logic_types.png
(2 px per µm)
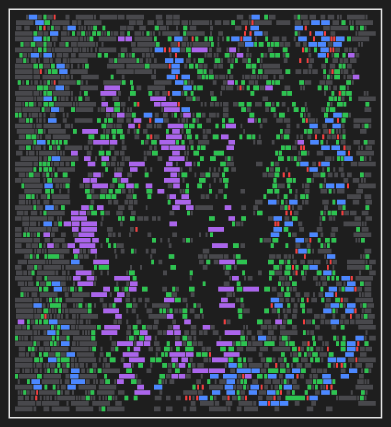
detail.png
Region (73, 122) to (113, 162) µm. Cells in grey, sequential cells in the stronger grey; small squares are vias.
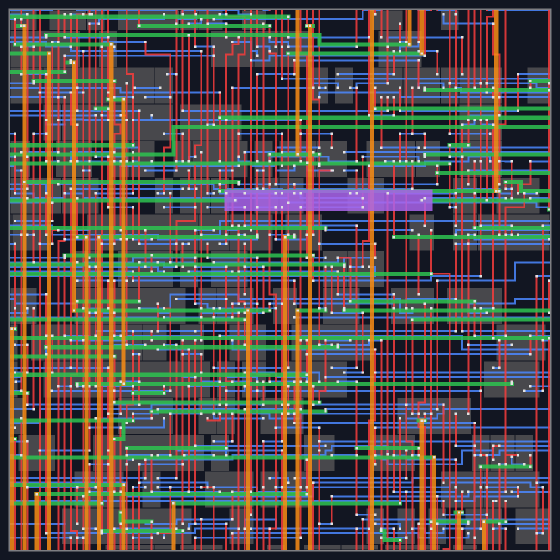
congestion.png
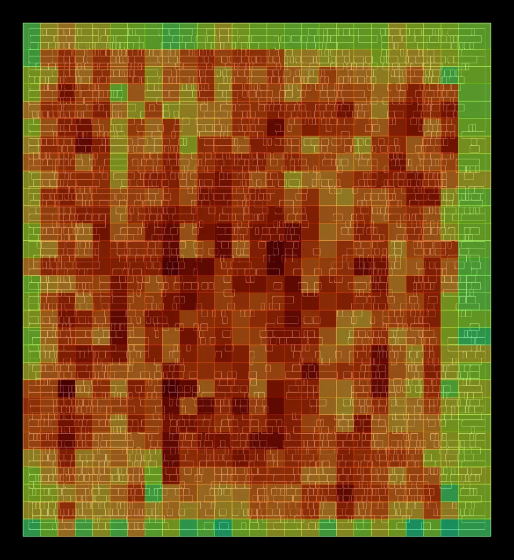
flops_by_reg.png
(2 px per µm)
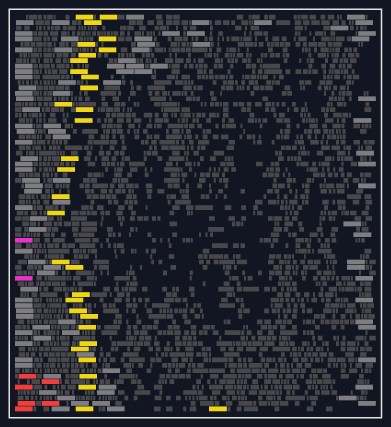
layer_met2.png
(1.5 px per µm) Cells faint in the background.
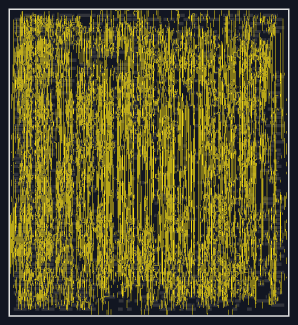
### src/rtl/alu_pkg.sv
// Shared opcode and FSM state definitions for the sequential ALU and its
// combinational datapath.
package alu_pkg;

   localparam int OP_W = 4;

   localparam logic [OP_W-1:0] OP_ADD  = 4'd0;
   localparam logic [OP_W-1:0] OP_SUB  = 4'd1;
   localparam logic [OP_W-1:0] OP_AND  = 4'd2;
   localparam logic [OP_W-1:0] OP_OR   = 4'd3;
   localparam logic [OP_W-1:0] OP_SRL  = 4'd4;
   localparam logic [OP_W-1:0] OP_SRA  = 4'd5;
   localparam logic [OP_W-1:0] OP_SLL  = 4'd6;
   localparam logic [OP_W-1:0] OP_XOR  = 4'd7;
   localparam logic [OP_W-1:0] OP_SLT  = 4'd8;
   localparam logic [OP_W-1:0] OP_SLTU = 4'd9;
   localparam logic [OP_W-1:0] OP_MUL  = 4'd10;

   typedef enum logic [1:0] {
      S_IDLE = 2'd0,
      S_MUL  = 2'd1,
      S_DONE = 2'd2
   } state_e;

endpackage

### src/rtl/alu_comb.sv
// Single-cycle ALU datapath: result, signed overflow and illegal-op flag.
// MUL yields zero here; the sequential wrapper computes it iteratively.
module alu_comb
   import alu_pkg::*;
#(
   parameter int WIDTH = 32,
   parameter int SHW   = $clog2(WIDTH)
) (
   input  logic [WIDTH-1:0] A,
   input  logic [WIDTH-1:0] B,
   input  logic [OP_W-1:0]  op,
   output logic [WIDTH-1:0] result,
   output logic             ovf,
   output logic             illegal
);

   logic [WIDTH-1:0]        sum;
   logic [WIDTH-1:0]        diff;
   logic [SHW-1:0]          shamt;
   logic signed [WIDTH-1:0] a_s;
   logic signed [WIDTH-1:0] b_s;

   assign sum   = A + B;
   assign diff  = A - B;
   assign shamt = B[SHW-1:0];
   assign a_s   = A;
   assign b_s   = B;

   always_comb begin
      result  = '0;
      ovf     = 1'b0;
      illegal = 1'b0;
      case (op)
         OP_ADD: begin
            result = sum;
            ovf    = (A[WIDTH-1] == B[WIDTH-1]) && (sum[WIDTH-1] != A[WIDTH-1]);
         end
         OP_SUB: begin
            result = diff;
            ovf    = (A[WIDTH-1] != B[WIDTH-1]) && (diff[WIDTH-1] != A[WIDTH-1]);
         end
         OP_AND:  result = A & B;
         OP_OR:   result = A | B;
         OP_SRL:  result = A >> shamt;
         OP_SRA:  result = a_s >>> shamt;
         OP_SLL:  result = A << shamt;
         OP_XOR:  result = A ^ B;
         OP_SLT:  result[0] = a_s < b_s;
         OP_SLTU: result[0] = A < B;
         OP_MUL:  result = '0;
         default: illegal = 1'b1;
      endcase
   end

endmodule

### src/rtl/alu_seq.sv
// Handshaked ALU: registers results of single-cycle ops with latency 1 and
// runs MUL as a WIDTH-cycle shift-add, stalling the producer meanwhile.
module alu_seq
   import alu_pkg::*;
#(
   parameter int WIDTH = 32,
   parameter int SHW   = $clog2(WIDTH)
) (
   input  logic             clk,
   input  logic             rst_n,
   input  logic             in_valid,
   output logic             in_ready,
   input  logic [WIDTH-1:0] A,
   input  logic [WIDTH-1:0] B,
   input  logic [OP_W-1:0]  ALUOp,
   output logic             out_valid,
   input  logic             out_ready,
   output logic [WIDTH-1:0] C,
   output logic             zero,
   output logic             ovf,
   output logic             illegal,
   output logic [1:0]       dbg_state
);

   localparam int CW = SHW + 1;
   localparam logic [CW-1:0] CNT_INIT = CW'(WIDTH);

   state_e           state;
   state_e           state_next;
   logic [WIDTH-1:0] mcand;
   logic [WIDTH-1:0] mplier;
   logic [WIDTH-1:0] acc;
   logic [WIDTH-1:0] acc_next;
   logic [CW-1:0]    cnt;
   logic             accept;
   logic             is_mul;
   logic [WIDTH-1:0] comb_result;
   logic             comb_ovf;
   logic             comb_illegal;

   alu_comb #(.WIDTH(WIDTH), .SHW(SHW)) u_comb (
      .A       (A),
      .B       (B),
      .op      (ALUOp),
      .result  (comb_result),
      .ovf     (comb_ovf),
      .illegal (comb_illegal)
   );

   // Handshake: a bundle is taken on any edge where in_valid && in_ready;
   // a result is consumed on any edge where out_valid && out_ready.
   assign in_ready  = (state == S_IDLE) || ((state == S_DONE) && out_ready);
   assign accept    = in_valid && in_ready;
   assign is_mul    = (ALUOp == OP_MUL);
   assign out_valid = (state == S_DONE);
   assign dbg_state = state;
   assign acc_next  = acc + (mplier[0] ? mcand : '0);

   always_ff @(posedge clk or negedge rst_n) begin
      if (!rst_n) state <= S_IDLE;
      else        state <= state_next;
   end

   always_comb begin
      state_next = state;
      case (state)
         S_IDLE, S_DONE: begin
            if (accept)                          state_next = is_mul ? S_MUL : S_DONE;
            else if (state == S_DONE && out_ready) state_next = S_IDLE;
         end
         S_MUL: begin
            if (cnt == CW'(1)) state_next = S_DONE;
         end
         default: state_next = S_IDLE;
      endcase
   end

   always_ff @(posedge clk or negedge rst_n) begin
      if (!rst_n) begin
         C       <= '0;
         zero    <= 1'b0;
         ovf     <= 1'b0;
         illegal <= 1'b0;
         mcand   <= '0;
         mplier  <= '0;
         acc     <= '0;
         cnt     <= '0;
      end else begin
         if (accept && !is_mul) begin
            C       <= comb_result;
            zero    <= (comb_result == '0);
            ovf     <= comb_ovf;
            illegal <= comb_illegal;
         end else if (accept && is_mul) begin
            mcand  <= A;
            mplier <= B;
            acc    <= '0;
            cnt    <= CNT_INIT;
         end
         if (state == S_MUL) begin
            // One multiplier bit per edge; the last step lands straight in C.
            acc    <= acc_next;
            mcand  <= mcand << 1;
            mplier <= mplier >> 1;
            cnt    <= cnt - CW'(1);
            if (cnt == CW'(1)) begin
               C       <= acc_next;
               zero    <= (acc_next == '0);
               ovf     <= 1'b0;
               illegal <= 1'b0;
            end
         end
      end
   end

endmodule

### config.mk
export PLATFORM = sky130hd
export DESIGN_NAME = alu_seq
export DESIGN_NICKNAME = d
export VERILOG_FILES = /design/src/rtl/alu_pkg.sv /design/src/rtl/alu_comb.sv /design/src/rtl/alu_seq.sv
export SDC_FILE = /design/constraint.sdc
export NUM_CORES = 1
export LEC_CHECK = 0
export CORE_ASPECT_RATIO = 1.1
export CORE_MARGIN = 2
export CORE_UTILIZATION = 50
export CTS_CLUSTER_DIAMETER = 40
export DETAILED_ROUTE_END_ITERATION = 8
export PLACE_DENSITY_LB_ADDON = 0.3
export SLEW_MARGIN = 20
export SYNTH_ARGS = -nofsm -noshare
export SYNTH_HDL_FRONTEND = slang
export SYNTH_SLANG_ARGS = --single-unit
### constraint.sdc
create_clock -name clk -period 5.2 [get_ports clk]
set_input_delay 0.78 -clock clk [delete_from_list [all_inputs] [get_ports clk]]
set_output_delay 0.78 -clock clk [all_outputs]
set_load 0.02 [all_outputs]
==> metrics.yaml <==
status: "finished, final reports clean"
path_depth: 16
pwr-share-seq_pct: 25.7
pwr-share-comb_pct: 56.1
warning_count: 99
endpoint_kind: "register"
cts-buffers-inserted: 17
cts-resized-gates: 0
wl_met1_mm: 33.8
p_clk_share_pct: 18.2
synthAoiAreaFrac_pct: 28.7
io_buffer_count: 110
rsz0062_at_grt: "false"
postSynthCellCount: 2355
wl_met3_mm: 10.5
cts_buffer_depth: 2
cp_data_required_time_ns: 5.60
powerDensity_nw_per_um2: 319
fillers: 3246
synth_dominant_cell_count: "nor2_1"
worstPathMaxFanout: 8
pre_cts_ws_ns: 0.138
p_int_w: 0.00353
synthArstFlopShare_pct: 100
cp_slowest_cell: "clkdlybuf4s50_1"
leakagePower_nw: 8.93
slew_violations: 0
chip_area_um2: 37700
fp-row-count: 73
yosysChipArea_um2: 18100
ys.flop_type: "dfrtp_1"
gr-usage-met1_pct: 59.2
crit_type: "in2reg"
cts_tree: "yes"
tightestPinTransition_ns: 1.19
worst_setup_path_start_kind: "input pin"
enable_flop_cells: 0
min_period_ns: 4.79
place_area_um2: 20500
ioPinCount: 111
most-common-layout-cells: "297 x nor2_1, 189 x nand2_1, 177 x buf_4, 153 x o21ai_0, 148 x a21oi_1"
common_cells: "298 x nor2_1, 190 x nand2_1, 153 x o21ai_0"
About logic_types.png:
Blue marks adder and majority cells, cells 140, where spread over the die. Red marks inverters, cells 105. Purple marks multiplexers, cells 147. Green marks inverting AOI/OAI gates, cells 641, where spread over the die.
most numerous logic cell after layout: nor2_1
Cell Count, Final, Fillers Out: 2,974
Comb area share: 63.8%

About detail.png:
Orange marks metal 4. Red marks metal 2. Purple marks metal 5. Green marks metal 3. Blue marks metal 1.
114 logic cells have their middle in the window. Most frequent: nor2_1 (18), a21oi_1 (12). Sequential cells in the window: 0.

About congestion.png:
GR met3 Demand/Resource: 12.6%
GR Util met2: 71.8%

About flops_by_reg.png:
Red marks cnt, sequential cells 6, where lower left. Magenta marks dbg_state, sequential cells 2. Yellow marks mcand, sequential cells 32, where a column on the left.
Another 99 sequential cells are not coloured.

About layer_met2.png:
The layer carries 38.5 mm of wire. 2,259 nets have wire on it. The longest straight run is 122 µm. The layer holds 43% of the routed length. The wires run mostly vertical.
WL final: 89.7 mm
total number of vias: 21,385

area by class of cell:
| cell class | instances | area, µm² | area share [%] |
|---|---|---|---|
| multi-input cells | 1913 | 13400 | 63.8 |
| flip-flops and latches | 139 | 3480 | 16.5 |
| repair buffers | 296 | 2600 | 12.3 |
| well taps | 487 | 609 | 2.89 |
| clock buffers | 19 | 433 | 2.05 |
| inverters | 105 | 394 | 1.87 |
| clock inverters | 12 | 116 | 0.552 |
| diodes | 3 | 7.51 | 0.0356 |
registers in the layout, summed over array words and instances (netlist names):
| name | count |
|---|---|
| C | 32 |
| acc | 32 |
| mcand | 32 |
| mplier | 32 |
| cnt | 6 |
| dbg_state | 2 |
| illegal | 1 |
| ovf | 1 |
| zero | 1 |
No activity file was given, so power comes from the tool's default toggle rates.
